## src/rtl/vedic_pkg.sv

```systemverilog
// Shared types and helpers for the pipelined Vedic multiplier.
package vedic_pkg;

  localparam int unsigned NUM_STAGES = 3;
  localparam int unsigned META_TAG_W = 4;
  localparam int unsigned MAX_W      = 64;

  // Sideband that travels alongside the arithmetic through every stage.
  typedef struct packed {
    logic                  neg;
    logic [META_TAG_W-1:0] tag;
  } stage_meta_t;

  // Places a quarter product at its weight within a double-width sum.
  function automatic logic [2*MAX_W-1:0] qp_align(input logic [MAX_W-1:0] q,
                                                  input int unsigned      sh);
    qp_align = (2*MAX_W)'(q) << sh;
  endfunction

endpackage

```

## src/rtl/vedic_mult_pipe_if.sv

```systemverilog
// Operand and result valid/ready channels of the pipelined multiplier.
interface vedic_mult_pipe_if #(
  parameter int unsigned WIDTH = 8,
  parameter int unsigned TAG_W = 4
);

  logic                 in_valid;
  logic                 in_ready;
  logic [WIDTH-1:0]     in_a;
  logic [WIDTH-1:0]     in_b;
  logic                 in_signed;
  logic [TAG_W-1:0]     in_tag;

  logic                 out_valid;
  logic                 out_ready;
  logic [2*WIDTH-1:0]   out_product;
  logic [TAG_W-1:0]     out_tag;
  logic                 busy;

  modport master (
    output in_valid, in_a, in_b, in_signed, in_tag, out_ready,
    input  in_ready, out_valid, out_product, out_tag, busy
  );

  modport slave (
    input  in_valid, in_a, in_b, in_signed, in_tag, out_ready,
    output in_ready, out_valid, out_product, out_tag, busy
  );

endinterface

```

## src/rtl/vedic_mult.sv

```systemverilog
// Combinational unsigned Vedic multiplier; splits into four half-width
// products recursively down to 2-bit leaves.
module vedic_mult
  import vedic_pkg::*;
#(
  parameter int unsigned W = 4
) (
  input  logic [W-1:0]   a_i,
  input  logic [W-1:0]   b_i,
  output logic [2*W-1:0] p_o
);

  if (W <= 2) begin : g_leaf
    assign p_o = (2*W)'(a_i) * (2*W)'(b_i);
  end else begin : g_split
    localparam int unsigned HW = W / 2;

    logic [W-1:0] q0;
    logic [W-1:0] q1;
    logic [W-1:0] q2;
    logic [W-1:0] q3;

    vedic_mult #(.W(HW)) u_q0 (.a_i(a_i[HW-1:0]), .b_i(b_i[HW-1:0]), .p_o(q0));
    vedic_mult #(.W(HW)) u_q1 (.a_i(a_i[W-1:HW]), .b_i(b_i[HW-1:0]), .p_o(q1));
    vedic_mult #(.W(HW)) u_q2 (.a_i(a_i[HW-1:0]), .b_i(b_i[W-1:HW]), .p_o(q2));
    vedic_mult #(.W(HW)) u_q3 (.a_i(a_i[W-1:HW]), .b_i(b_i[W-1:HW]), .p_o(q3));

    assign p_o = (2*W)'(qp_align(MAX_W'(q0), 32'd0))
               + (2*W)'(qp_align(MAX_W'(q1), HW))
               + (2*W)'(qp_align(MAX_W'(q2), HW))
               + (2*W)'(qp_align(MAX_W'(q3), W));
  end

endmodule

```

## src/rtl/vedic_mult_pipe.sv

```systemverilog
// Three-stage valid/ready signed/unsigned multiplier: operand magnitudes,
// Vedic quarter products, then sum and sign restore. Tag rides along.
module vedic_mult_pipe
  import vedic_pkg::*;
#(
  parameter int unsigned WIDTH = 8,
  parameter int unsigned TAG_W = META_TAG_W
) (
  input  logic             clk,
  input  logic             rst_n,
  vedic_mult_pipe_if.slave bus
);

  localparam int unsigned H  = WIDTH / 2;
  localparam int unsigned PW = 2 * WIDTH;

  // Stage valids: bit 0 = S1 (operands), bit 1 = S2 (quarters), bit 2 = S3 (result).
  logic [NUM_STAGES-1:0] vld_q;
  logic [NUM_STAGES-1:0] vld_d;

  logic adv1_c;
  logic adv2_c;
  logic adv3_c;

  // S1 registers
  logic [WIDTH-1:0] a_mag_q;
  logic [WIDTH-1:0] a_mag_d;
  logic [WIDTH-1:0] b_mag_q;
  logic [WIDTH-1:0] b_mag_d;
  stage_meta_t      meta1_q;
  stage_meta_t      meta1_d;

  // S2 registers
  logic [WIDTH-1:0] q0_q;
  logic [WIDTH-1:0] q0_d;
  logic [WIDTH-1:0] q1_q;
  logic [WIDTH-1:0] q1_d;
  logic [WIDTH-1:0] q2_q;
  logic [WIDTH-1:0] q2_d;
  logic [WIDTH-1:0] q3_q;
  logic [WIDTH-1:0] q3_d;
  stage_meta_t      meta2_q;
  stage_meta_t      meta2_d;

  // S3 registers
  logic [PW-1:0]    prod_q;
  logic [PW-1:0]    prod_d;
  logic [TAG_W-1:0] tag3_q;
  logic [TAG_W-1:0] tag3_d;

  // Combinational stage logic
  logic [WIDTH-1:0] a_abs_c;
  logic [WIDTH-1:0] b_abs_c;
  logic             neg_c;
  logic [WIDTH-1:0] q0_c;
  logic [WIDTH-1:0] q1_c;
  logic [WIDTH-1:0] q2_c;
  logic [WIDTH-1:0] q3_c;
  logic [PW-1:0]    mag_c;
  logic [PW-1:0]    signed_prod_c;

  // A stage moves when it is empty or its successor moves; bubbles collapse.
  assign adv3_c = !vld_q[2] || bus.out_ready;
  assign adv2_c = !vld_q[1] || adv3_c;
  assign adv1_c = !vld_q[0] || adv2_c;

  assign bus.in_ready    = adv1_c;
  assign bus.busy        = |vld_q;
  assign bus.out_valid   = vld_q[2];
  assign bus.out_product = prod_q;
  assign bus.out_tag     = tag3_q;

  // Most-negative input maps to 2^(WIDTH-1), which fits as unsigned.
  always_comb begin
    a_abs_c = bus.in_a;
    b_abs_c = bus.in_b;
    if (bus.in_signed && bus.in_a[WIDTH-1]) begin
      a_abs_c = (~bus.in_a) + WIDTH'(1);
    end
    if (bus.in_signed && bus.in_b[WIDTH-1]) begin
      b_abs_c = (~bus.in_b) + WIDTH'(1);
    end
    neg_c = bus.in_signed && (bus.in_a[WIDTH-1] ^ bus.in_b[WIDTH-1]);
  end

  vedic_mult #(.W(H)) u_q0 (.a_i(a_mag_q[H-1:0]),     .b_i(b_mag_q[H-1:0]),     .p_o(q0_c));
  vedic_mult #(.W(H)) u_q1 (.a_i(a_mag_q[WIDTH-1:H]), .b_i(b_mag_q[H-1:0]),     .p_o(q1_c));
  vedic_mult #(.W(H)) u_q2 (.a_i(a_mag_q[H-1:0]),     .b_i(b_mag_q[WIDTH-1:H]), .p_o(q2_c));
  vedic_mult #(.W(H)) u_q3 (.a_i(a_mag_q[WIDTH-1:H]), .b_i(b_mag_q[WIDTH-1:H]), .p_o(q3_c));

  // Quarter products recombined at 2*WIDTH bits; the sum cannot overflow.
  always_comb begin
    mag_c = PW'(qp_align(MAX_W'(q0_q), 32'd0))
          + PW'(qp_align(MAX_W'(q1_q), H))
          + PW'(qp_align(MAX_W'(q2_q), H))
          + PW'(qp_align(MAX_W'(q3_q), WIDTH));
    signed_prod_c = mag_c;
    if (meta2_q.neg) begin
      signed_prod_c = (~mag_c) + PW'(1);
    end
  end

  // Next-state: each stage loads only when it advances and its source holds a beat.
  always_comb begin
    vld_d   = vld_q;
    a_mag_d = a_mag_q;
    b_mag_d = b_mag_q;
    meta1_d = meta1_q;
    q0_d    = q0_q;
    q1_d    = q1_q;
    q2_d    = q2_q;
    q3_d    = q3_q;
    meta2_d = meta2_q;
    prod_d  = prod_q;
    tag3_d  = tag3_q;

    if (adv1_c) begin
      vld_d[0] = bus.in_valid;
      if (bus.in_valid) begin
        a_mag_d     = a_abs_c;
        b_mag_d     = b_abs_c;
        meta1_d.neg = neg_c;
        meta1_d.tag = META_TAG_W'(bus.in_tag);
      end
    end

    if (adv2_c) begin
      vld_d[1] = vld_q[0];
      if (vld_q[0]) begin
        q0_d    = q0_c;
        q1_d    = q1_c;
        q2_d    = q2_c;
        q3_d    = q3_c;
        meta2_d = meta1_q;
      end
    end

    if (adv3_c) begin
      vld_d[2] = vld_q[1];
      if (vld_q[1]) begin
        prod_d = signed_prod_c;
        tag3_d = TAG_W'(meta2_q.tag);
      end
    end
  end

  always_ff @(posedge clk or negedge rst_n) begin
    if (!rst_n) begin
      vld_q   <= '0;
      a_mag_q <= '0;
      b_mag_q <= '0;
      meta1_q <= '0;
      q0_q    <= '0;
      q1_q    <= '0;
      q2_q    <= '0;
      q3_q    <= '0;
      meta2_q <= '0;
      prod_q  <= '0;
      tag3_q  <= '0;
    end else begin
      vld_q   <= vld_d;
      a_mag_q <= a_mag_d;
      b_mag_q <= b_mag_d;
      meta1_q <= meta1_d;
      q0_q    <= q0_d;
      q1_q    <= q1_d;
      q2_q    <= q2_d;
      q3_q    <= q3_d;
      meta2_q <= meta2_d;
      prod_q  <= prod_d;
      tag3_q  <= tag3_d;
    end
  end

endmodule
```

## src/flat_wrapper.sv

```systemverilog
// flat-port wrapper written by rule: the top's interface ports become plain ports
module vedic_mult_pipe_flat import vedic_pkg::*;
#(
  parameter int unsigned WIDTH = 8,
  parameter int unsigned TAG_W = META_TAG_W
)
  (clk, rst_n, bus_in_valid, bus_in_a, bus_in_b, bus_in_signed, bus_in_tag, bus_out_ready, bus_in_ready, bus_out_valid, bus_out_product, bus_out_tag, bus_busy);
  vedic_mult_pipe_if #(.WIDTH(WIDTH), .TAG_W(TAG_W)) bus_i ();
  input  logic clk;
  input  logic rst_n;
  input wire logic [$bits(bus_i.in_valid)-1:0] bus_in_valid;
  input wire logic [$bits(bus_i.in_a)-1:0] bus_in_a;
  input wire logic [$bits(bus_i.in_b)-1:0] bus_in_b;
  input wire logic [$bits(bus_i.in_signed)-1:0] bus_in_signed;
  input wire logic [$bits(bus_i.in_tag)-1:0] bus_in_tag;
  input wire logic [$bits(bus_i.out_ready)-1:0] bus_out_ready;
  output wire logic [$bits(bus_i.in_ready)-1:0] bus_in_ready;
  output wire logic [$bits(bus_i.out_valid)-1:0] bus_out_valid;
  output wire logic [$bits(bus_i.out_product)-1:0] bus_out_product;
  output wire logic [$bits(bus_i.out_tag)-1:0] bus_out_tag;
  output wire logic [$bits(bus_i.busy)-1:0] bus_busy;
  assign bus_i.in_valid = bus_in_valid;
  assign bus_i.in_a = bus_in_a;
  assign bus_i.in_b = bus_in_b;
  assign bus_i.in_signed = bus_in_signed;
  assign bus_i.in_tag = bus_in_tag;
  assign bus_i.out_ready = bus_out_ready;
  assign bus_in_ready = bus_i.in_ready;
  assign bus_out_valid = bus_i.out_valid;
  assign bus_out_product = bus_i.out_product;
  assign bus_out_tag = bus_i.out_tag;
  assign bus_busy = bus_i.busy;
  vedic_mult_pipe #(.WIDTH(WIDTH), .TAG_W(TAG_W)) u_core (.clk(clk), .rst_n(rst_n), .bus(bus_i));
endmodule
```

## config.mk

```make
export PLATFORM = sky130hd
export DESIGN_NAME = vedic_mult_pipe_flat
export DESIGN_NICKNAME = d
export VERILOG_FILES = /design/src/rtl/vedic_pkg.sv /design/src/rtl/vedic_mult_pipe_if.sv /design/src/rtl/vedic_mult.sv /design/src/rtl/vedic_mult_pipe.sv /design/src/flat_wrapper.sv
export SDC_FILE = /design/constraint.sdc
export NUM_CORES = 1
export LEC_CHECK = 0
export CORE_MARGIN = 1
export CORE_UTILIZATION = 55
export CTS_CLUSTER_DIAMETER = 120
export DETAILED_ROUTE_END_ITERATION = 7
export PLACE_DENSITY = 0.86
export SYNTH_ARGS = -nofsm -noshare
export SYNTH_HDL_FRONTEND = slang
export SYNTH_SLANG_ARGS = --single-unit
```

## constraint.sdc

```tcl
create_clock -name clk -period 8.9 [get_ports clk]
set_input_delay 2.67 -clock clk [delete_from_list [all_inputs] [get_ports clk]]
set_output_delay 2.67 -clock clk [all_outputs]
set_load 0.03 [all_outputs]
```

==> run_1/met2.png <==
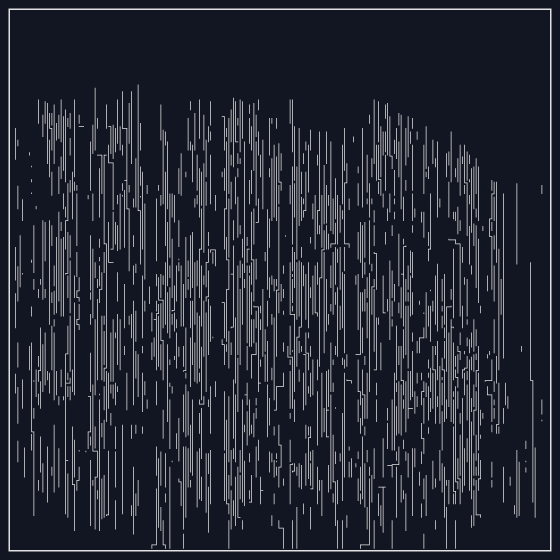
The longest straight run is 33.3 µm. 730 nets have wire on it. The layer holds 53% of the routed length. The wires run mostly vertical.

==> run_1/final_congestion.png <==
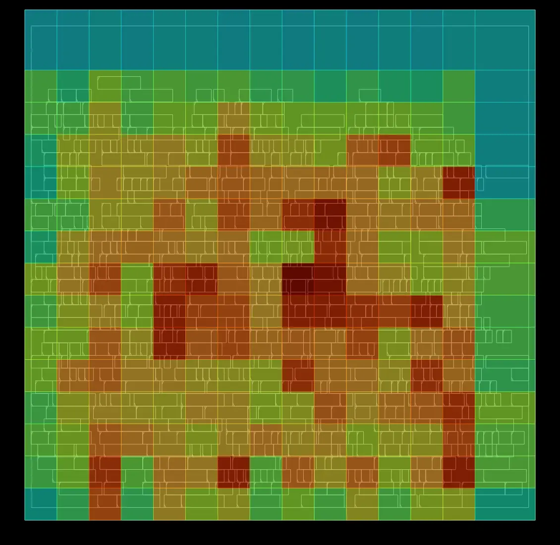
met2 track utilization from global routing: 44.74%
layer carrying the most global-route usage: met2

==> run_1/met3.png <==
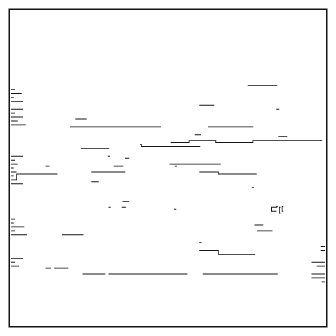
The longest straight run is 31.3 µm. The wires run mostly horizontal. The layer holds 3.4% of the routed length.

==> out/summary.log, run 1 <==
INFO  flow_run       warning_count=26
INFO  synth          synth_sequential_area_ratio=31.88%
INFO  drt            post-route-drc-count=0
INFO  synth          ys_ff=81
INFO  global_routing grt_pass1_wl=22070µm
INFO  placement      dp.final_hpwl=9687µm
INFO  synth          postSynth.asyncResetShare=100.0%
INFO  critical_path  worstPathBufferInverterCount=2
INFO  finish         comb_area_share=55.73%
INFO  critical_path  timing.critical_path.fanout_max=3
INFO  drt            wl_met2=6716µm
INFO  run_status     run_status=complete, no violations
INFO  global_routing grt_start_max_net_pins=82
INFO  synth          enable_flop_cells=0
INFO  finish         n_all_buffers=49
INFO  synth          xor_share=7.438%
INFO  synth          synthDistinctLibCells=41
INFO  finish         layout.cells.non_filler=850
INFO  clock_tree     tritoncts_buffer_count=9
INFO  power_and_ir_drop p_leak=3.581nW
INFO  finish         multi_input_comb_cells=502
INFO  synth          syn-mean-instance-area=9.649µm²
INFO  finish         max_ffs_per_register=16
INFO  critical_path  timing_worst_setup_path_type=input pin to primary output
INFO  global_routing grt_pass1_vias=5014
INFO  synth          yosys.area_share.simple=16.78%
INFO  drt            detail_route.iter0.violations=184
INFO  placement      place_ws=2.230ns
INFO  drt            vias_post_dr=4707
INFO  critical_path  slowest_delay=0.69ns
INFO  timing         fmaxAchievable=150.0MHz
INFO  synth          ys_chip_area=6359µm²
INFO  power_and_ir_drop power.clock.fraction=18.3%
INFO  placement      postPlaceCellArea=6964µm²
INFO  power_and_ir_drop power.switching=853.5µW
INFO  finish         area.combinational=4046µm²
INFO  synth          netlist_top_cells_area=sky130_fd_sc_hd__dfrtp_1 (32%), sky130_fd_sc_hd__ha_1 (16%), sky130_fd_sc_hd__fa_1 (7.9%)
run 1: worst paths after layout:
path | from | endpoint | slack [ns] | cells past startpoint
setup reg to reg | u_core.q1_q[1]$_DFFE_PN0P_ | u_core.bus.out_product[15]$_DFFE_PN0P_ | 4.61 | 16
setup / recovery | bus_out_ready | bus_in_ready | 2.23 | 4
min in group asynchronous | rst_n | u_core.bus.out_product[11]$_DFFE_PN0P_ | 2.48 | 1
hold reg to reg | u_core.bus.out_product[2]$_DFFE_PN0P_ | u_core.bus.out_product[2]$_DFFE_PN0P_ | 0.48 | 2
hold / removal | u_core.bus.out_product[2]$_DFFE_PN0P_ | u_core.bus.out_product[2]$_DFFE_PN0P_ | 0.48 | 2
max in group asynchronous | rst_n | u_core.q1_q[6]$_DFFE_PN0P_ | 5.76 | 1
==> inputs of run 2 (changes only) <==
CORE_UTILIZATION = 54   (was 55)
PLACE_DENSITY = 0.87   (was 0.86)
clock period = 5.5 ns   (was 8.9 ns; I/O delays follow)
==> out/summary.log, run 2 <==
INFO  floorplan      boundaryPins=48
INFO  synth          enable_flop_cells=0
INFO  critical_path  worstReg2RegEnd=u_core.bus.out_product[15]$_DFFE_PN0P_
INFO  synth          postSynth.asyncResetShare=100.0%
INFO  hold_path      hold_end=u_core.bus.out_product[6]$_DFFE_PN0P_
INFO  synth          syn-mean-instance-area=9.649µm²
INFO  finish         layout.cells.non_filler=853
INFO  floorplan      chip_area=12210µm²
INFO  run_status     run_status=complete, no violations
INFO  placement      postPlaceCellArea=6968µm²
INFO  power_and_ir_drop fin_total_pwr=3.302mW
INFO  power_and_ir_drop top_power_group=combinational logic
INFO  drt            vias_per_instance=5.524
INFO  finish         max_ffs_per_register=16
INFO  critical_path  crit_end=bus_in_ready
INFO  critical_path  startpoint_type=input pin
INFO  global_routing grt_pass1_vias=4889
INFO  finish         n_all_buffers=49
INFO  synth          netlist_top_cells_area=sky130_fd_sc_hd__dfrtp_1 (32%), sky130_fd_sc_hd__ha_1 (16%), sky130_fd_sc_hd__fa_1 (7.9%)
INFO  clock_tree     htree_levels=3
INFO  timing         fmaxAchievable=213.0MHz
INFO  hold_path      worstHoldStart=u_core.bus.out_product[6]$_DFFE_PN0P_
INFO  global_routing top_usage_layer=met2
INFO  placement      dp.final_hpwl=9689µm
INFO  clock_tree     tritoncts_buffer_count=9
INFO  clock_tree     post-cts-setup-buffers=0
INFO  critical_path  timing.critical_path.fanout_max=3
INFO  flow_run       warning_count=26
INFO  hold_path      holdPathStages=2
INFO  finish         comb_area_share=55.59%
INFO  placement      place_ws=0.8579ns
INFO  synth          synth_sequential_area_ratio=31.88%
INFO  critical_path  critical_path.reg2reg.startpoint=u_core.q1_q[0]$_DFFE_PN0P_
INFO  global_routing grt_pass1_wl=21990µm
INFO  synth          synthDistinctLibCells=41
INFO  synth          ys_ff=81
INFO  global_routing grt_start_max_net_pins=82
INFO  critical_path  timing_worst_setup_path_type=input pin to primary output
INFO  power_and_ir_drop power.switching=1.377mW
INFO  synth          ys_chip_area=6359µm²
INFO  critical_path  r2r_cells=18
INFO  drt            detail_route.iter0.violations=145
INFO  power_and_ir_drop power.clock.fraction=19.1%
INFO  drt            post-route-drc-count=0
INFO  drt            vias_post_dr=4712
INFO  clock_tree     post_cts_resize_count=0
INFO  drt            wl_met2=6521µm
run 2: cell types whose count changed in the layout (fill, tap and decap cells not counted), sizes merged:
cell / previous run / this run
bufinv: 0 / 1
clkbuf: 11 / 10
clkinvlp: 0 / 1
inv: 66 / 65
run 2: cells by family after synthesis:
kind of cell	after synthesis	synth area share (%)
and+or+nand+nor	203	16.78
adders and majority gates	107	24.01
AOI/OAI and AO/OA	104	9.465
DFF	81	31.88
buffers and inverters	76	4.486
xor gates and xnor gates	54	7.438
muxes	34	5.943
run 2: worst max-delay path, cell delays in order:
cell                              delay, ns
sky130_fd_sc_hd__clkdlybuf4s50_1       0.44
sky130_fd_sc_hd__nor2b_1               0.20
sky130_fd_sc_hd__nand3_1               0.14
sky130_fd_sc_hd__clkdlybuf4s50_1       0.61
==> run_2/final_congestion.png <==
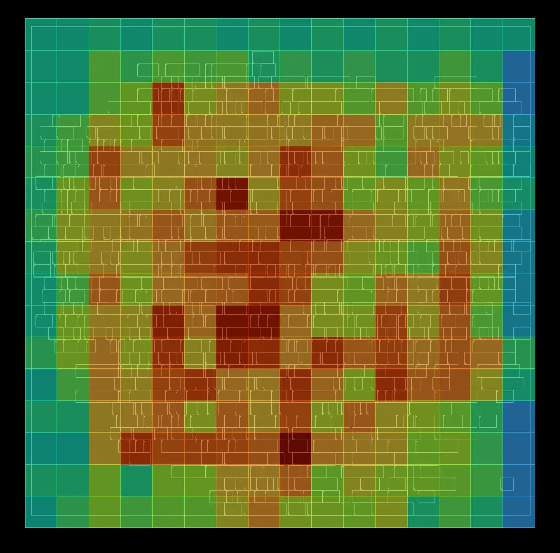
fraction of met3 tracks used by global routing: 4.391%
met2 track utilization from global routing: 40.08%
global-route usage over all layers: 22.27%

==> run_2/met2.png <==
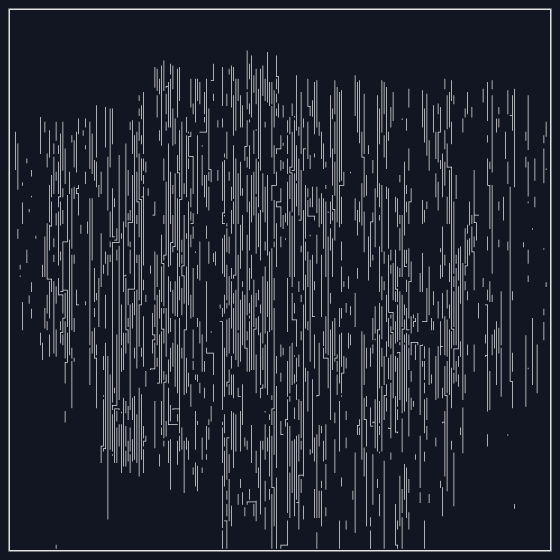
725 nets have wire on it. The layer carries 6520 µm of wire. The longest straight run is 39.8 µm.

==> run_2/met4.png <==
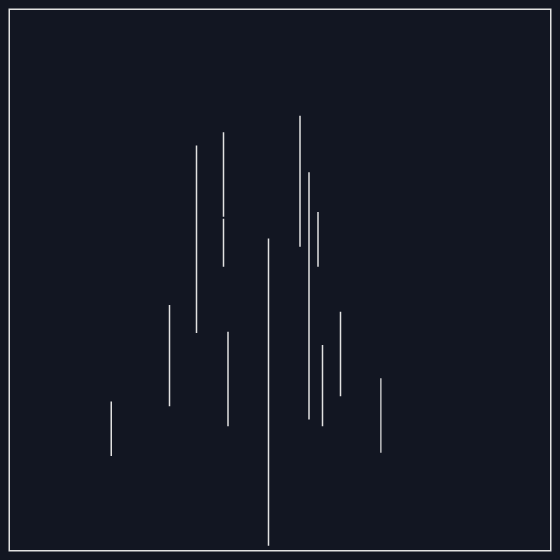
11 nets have wire on it. The wires run mostly vertical. The longest straight run is 62.6 µm. The layer carries 314 µm of wire. The layer holds 2.5% of the routed length.

Power is estimated from default activity; no workload was simulated.
